==> config.mk <==
export PLATFORM = sky130hd
export DESIGN_NAME = maxpool_stream
export DESIGN_NICKNAME = d
export VERILOG_FILES = /design/src/rtl/maxpool_stream.sv
export SDC_FILE = /design/constraint.sdc
export NUM_CORES = 1
export LEC_CHECK = 0
export CORE_UTILIZATION = 45
export CTS_BUF_LIST = sky130_fd_sc_hd__clkbuf_4
export CTS_CLUSTER_SIZE = 25
export DETAILED_ROUTE_END_ITERATION = 10
export PLACE_DENSITY = 0.76
export SYNTH_ARGS = -nofsm -noshare
export SYNTH_HDL_FRONTEND = slang
export SYNTH_SLANG_ARGS = --single-unit
export TNS_END_PERCENT = 20
==> constraint.sdc <==
create_clock -name clk -period 2.3 [get_ports clk]
set_input_delay 0.46 -clock clk [delete_from_list [all_inputs] [get_ports clk]]
set_output_delay 0.46 -clock clk [all_outputs]
set_load 0.02 [all_outputs]
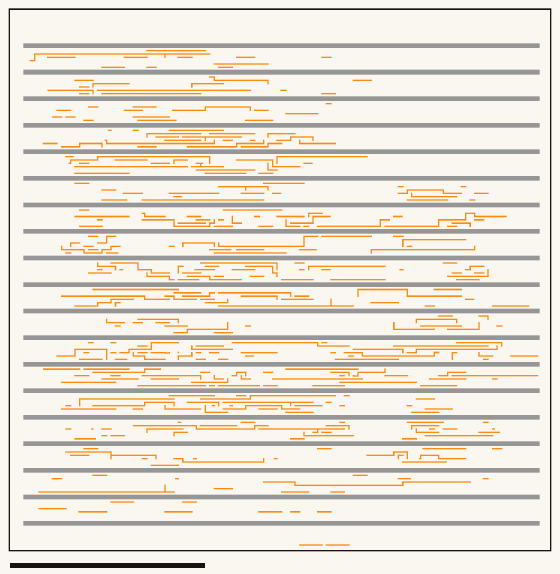
layer_met1.png
Bar = 20 um. Supply wires on this layer in grey.
The layer holds 46% of the routed length. The longest straight run is 17.9 um. The layer carries 1210 um of wire. 186 nets have wire on it.
final WL: 2610 um
vias: 1162

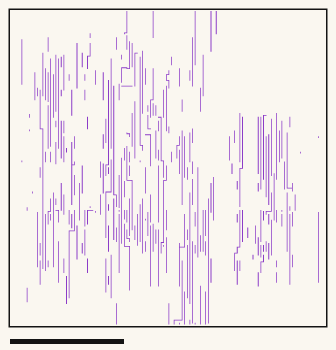
layer_met2.png
Bar = 20 um.
177 nets have wire on it. The layer carries 1310 um of wire.
met2 GRT Util: 31.5%

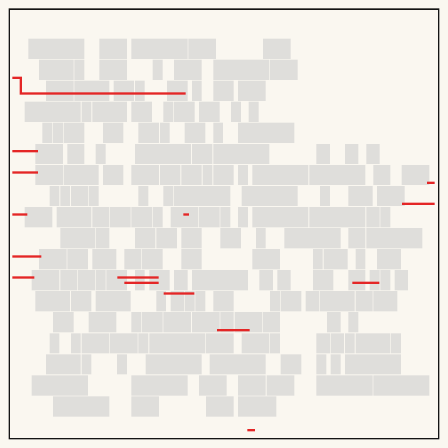
layer_met3.png
13 nets have wire on it. The wires run mostly horizontal. The layer holds 2.4% of the routed length. The longest straight run is 21.2 um.
met3 Use GR: 2.34%

==> qor.csv <==
stage,metric,value,unit
global_route,grt_pass1_vias,1077,
floorplanning,coreArea,0.00259,mm2
critical_path,cp_slowest_cell,clkdlybuf4s50_1,
critical_path,rrSetupSlack,0.52,ns
power_and_ir_drop,leakagePower,0.631,nW
timing,max_slew_margin,61.4,%
critical_path,r2r_cells,8,
logic_synthesis,yosysUniqueCellTypes,28,
timing,fin_crit,2.11,ns
logic_synthesis,ys_cells,149,
clock_tree,h-tree-depth,1,
logic_synthesis,floorplan.nets,171,
logic_synthesis,async_flop_share,0,%
power_and_ir_drop,intPower,0.624,mW
power_and_ir_drop,power_density,526,mW/mm2
clock_tree,clockBufferDepth,2,
clock_tree,clkLatencyLatePin,0.30,ns
floorplanning,pin_count,22,
global_route,antenna_found_initial,0,
logic_synthesis,ys_seq_share,39.1,%
clock_tree,cts_buffers,3,
logic_synthesis,yosysTopAreaCell,dfxtp_1,
timing,fmax,474,MHz
layout,fillers,230,
timing,final_max_slew_viol_count,0,
timing,worst_pin_slew,0.579,ns
critical_path,arrival,1.65,ns
floorplanning,die_w,55.3,um
clock_tree,clkSinkCount,25,
place,gp_congestion,0.799,
timing,setup-violations-final,0,
global_route,busiest_layer,met2,
floorplanning,die_h,55.3,um
critical_path,cp_slowest_stage_delay,0.61,ns
timing,rsz0062_at_grt,false,
clock_tree,cts_tree,built,
critical_path,path_max_fanout,5,
power_and_ir_drop,peakVddDrop,0.351,mV
global_route,grt_max_degree,16,
critical_path,end_kind,primary output,
critical_path,crit_path_start_kind,input port,
logic_synthesis,synth-edff-count,0,
logic_synthesis,flop_cell,dfxtp_1,
clock_tree,clkTransAtPathRegs,0.13,ns
logic_synthesis,yosys_area,0.00128,mm2
critical_path,crit_chain,clkdlybuf4s50_1 > nand2b_4 > clkdlybuf4s50_1,
critical_path,crit_top_cell,clkdlybuf4s50_1,
power_and_ir_drop,pwr-share-comb,21.4,%
clock_tree,post_cts_buffers,0,
layout,nets,204,
power_and_ir_drop,power,0.853,mW
timing,skew,0.00146,ns
critical_path,worstPathRequired,1.84,ns
logic_synthesis,ys.flops,25,
critical_path,critical_path_class,in2out,
layout,final_layout_size_suffix_gt1_share,11.0,%
detailed_routing,dr.pass1.iters,4,
place,dp_hpwl,2110,um
power_and_ir_drop,power_switching,0.229,mW
detailed_routing,ant_nets,0,
global_route,grt_pass1_wl,4620,um
flow_run,max-cap-violations,0,
layout,final_area,0.00162,mm2
global_route,grt.overflow.total,0,
run_status,status,"complete, no violations",
logic_synthesis,top_cells_by_area,"dfxtp_1 (39%), ha_1 (9.8%), o211ai_1 (8.8%)",
clock_tree,ctsResizeCount,0,
logic_synthesis,netlist_instances,149,
global_route,grt_usage,18.1,%
critical_path,cp_num_cells,3,
min_path,hold_path.class,reg2reg,
critical_path,path_buffers,2,
logic_synthesis,yosys_warnings,0,
logic_synthesis,syn_avg_cell_area,8.59,um2
power_and_ir_drop,power_frac_seq,55.1,%
layout,utilization,62.7,%
detailed_routing,via_per_inst,5.51,
power_and_ir_drop,swShare,26.9,%
layout,ff_latch_area,500,um2
floorplanning,rows,18,
detailed_routing,route.detailed.drc,0,
timing,hold_viol,0,
critical_path,critPathTopFamily,buffers and inverters,
floorplanning,fp_util,49.4,%
layout,antenna_cells,0,
place,placed_cell_area,0.00159,mm2
place,portBuffers,21,
logic_synthesis,common_cells,"dfxtp_1 (25), nand2_1 (23), o211ai_1 (15)",
logic_synthesis,most_common_cell,dfxtp_1,
layout,syn_to_final_growth,26.8,%
logic_synthesis,synth_area,0.00128,mm2
flow_run,warnings,27,
timing,finalCritPeriodShare,91.7,%
detailed_routing,drt_iter0_markers,42,
detailed_routing,post_drt_wl_per_cell,12.4,um
clock_tree,hold_buffers,0,
cell families after synthesis:
family	synth area share, %
AOI/OAI and AO/OA	16.8
DFF	39.1
buffers and inverters	5.77
muxes	6.26
adders and majority gates	9.78
xor gates and xnor gates	2.05
and+or+nand+nor	20.2
final cells by class:
type / count / area share, %
flip-flops and latches: 25 / 30.8
inverters: 11 / 2.54
clock buffers: 4 / 1.85
well taps: 30 / 2.31
repair buffers: 34 / 19.0
multi-input cells: 107 / 43.5
through the flow:
step / TNS (ns) / worst slack (ns) / hold slack (ns) / cells
final: 0 / 0.191 / 0.488 / 211
after global routing: 0 / 0.170 / 0.529 / 211
after CTS: 0 / 0.191 / 0.496 / 211
after detailed placement: -0.00197 / -0.00197 / 0.472 / 207
after global placement: 0 / 0.0452 / 0.463 / 207
after floorplan: 0 / 0.368 / 0.458 / 149
power groups by stage:
stage	clock network [mW]	registers, mW	logic (mW)
floorplan	0	0.483	0.102
global placement	0	0.478	0.177
detailed placement	0	0.479	0.183
CTS	0.208	0.470	0.184
global route	0.221	0.473	0.204
finish	0.200	0.470	0.183
metal layers:
metal / vias to the layer above / wire, um
met5: - / 0
met4: 0 / 28
met3: 4 / 63
met2: 18 / 1310
met1: 554 / 1210
li1: 586 / -
tightest hold or removal path: stages (launching register included):
cell and delay, ns:
dfxtp_1 0.33, nand2_1 0.05, o211ai_1 0.07
cells in the final DEF, fill, tap and decap left out, types with 2 or more instances in the layout:
cell	instances
o21ai_0	2
a21o_1	2
clkbuf_4	4
clkdlybuf4s50_1	21
mux2i_1	8
nor2_1	14
o211ai_1	15
xor2_1	3
buf_4	13
dfxtp_1	25
ha_1	10
a21oi_1	8
inv_1	11
or3_1	2
nor3_1	5
nand4_1	4
nand2_1	23
Power figures rest on the tool's default switching activity, not on a simulated workload.
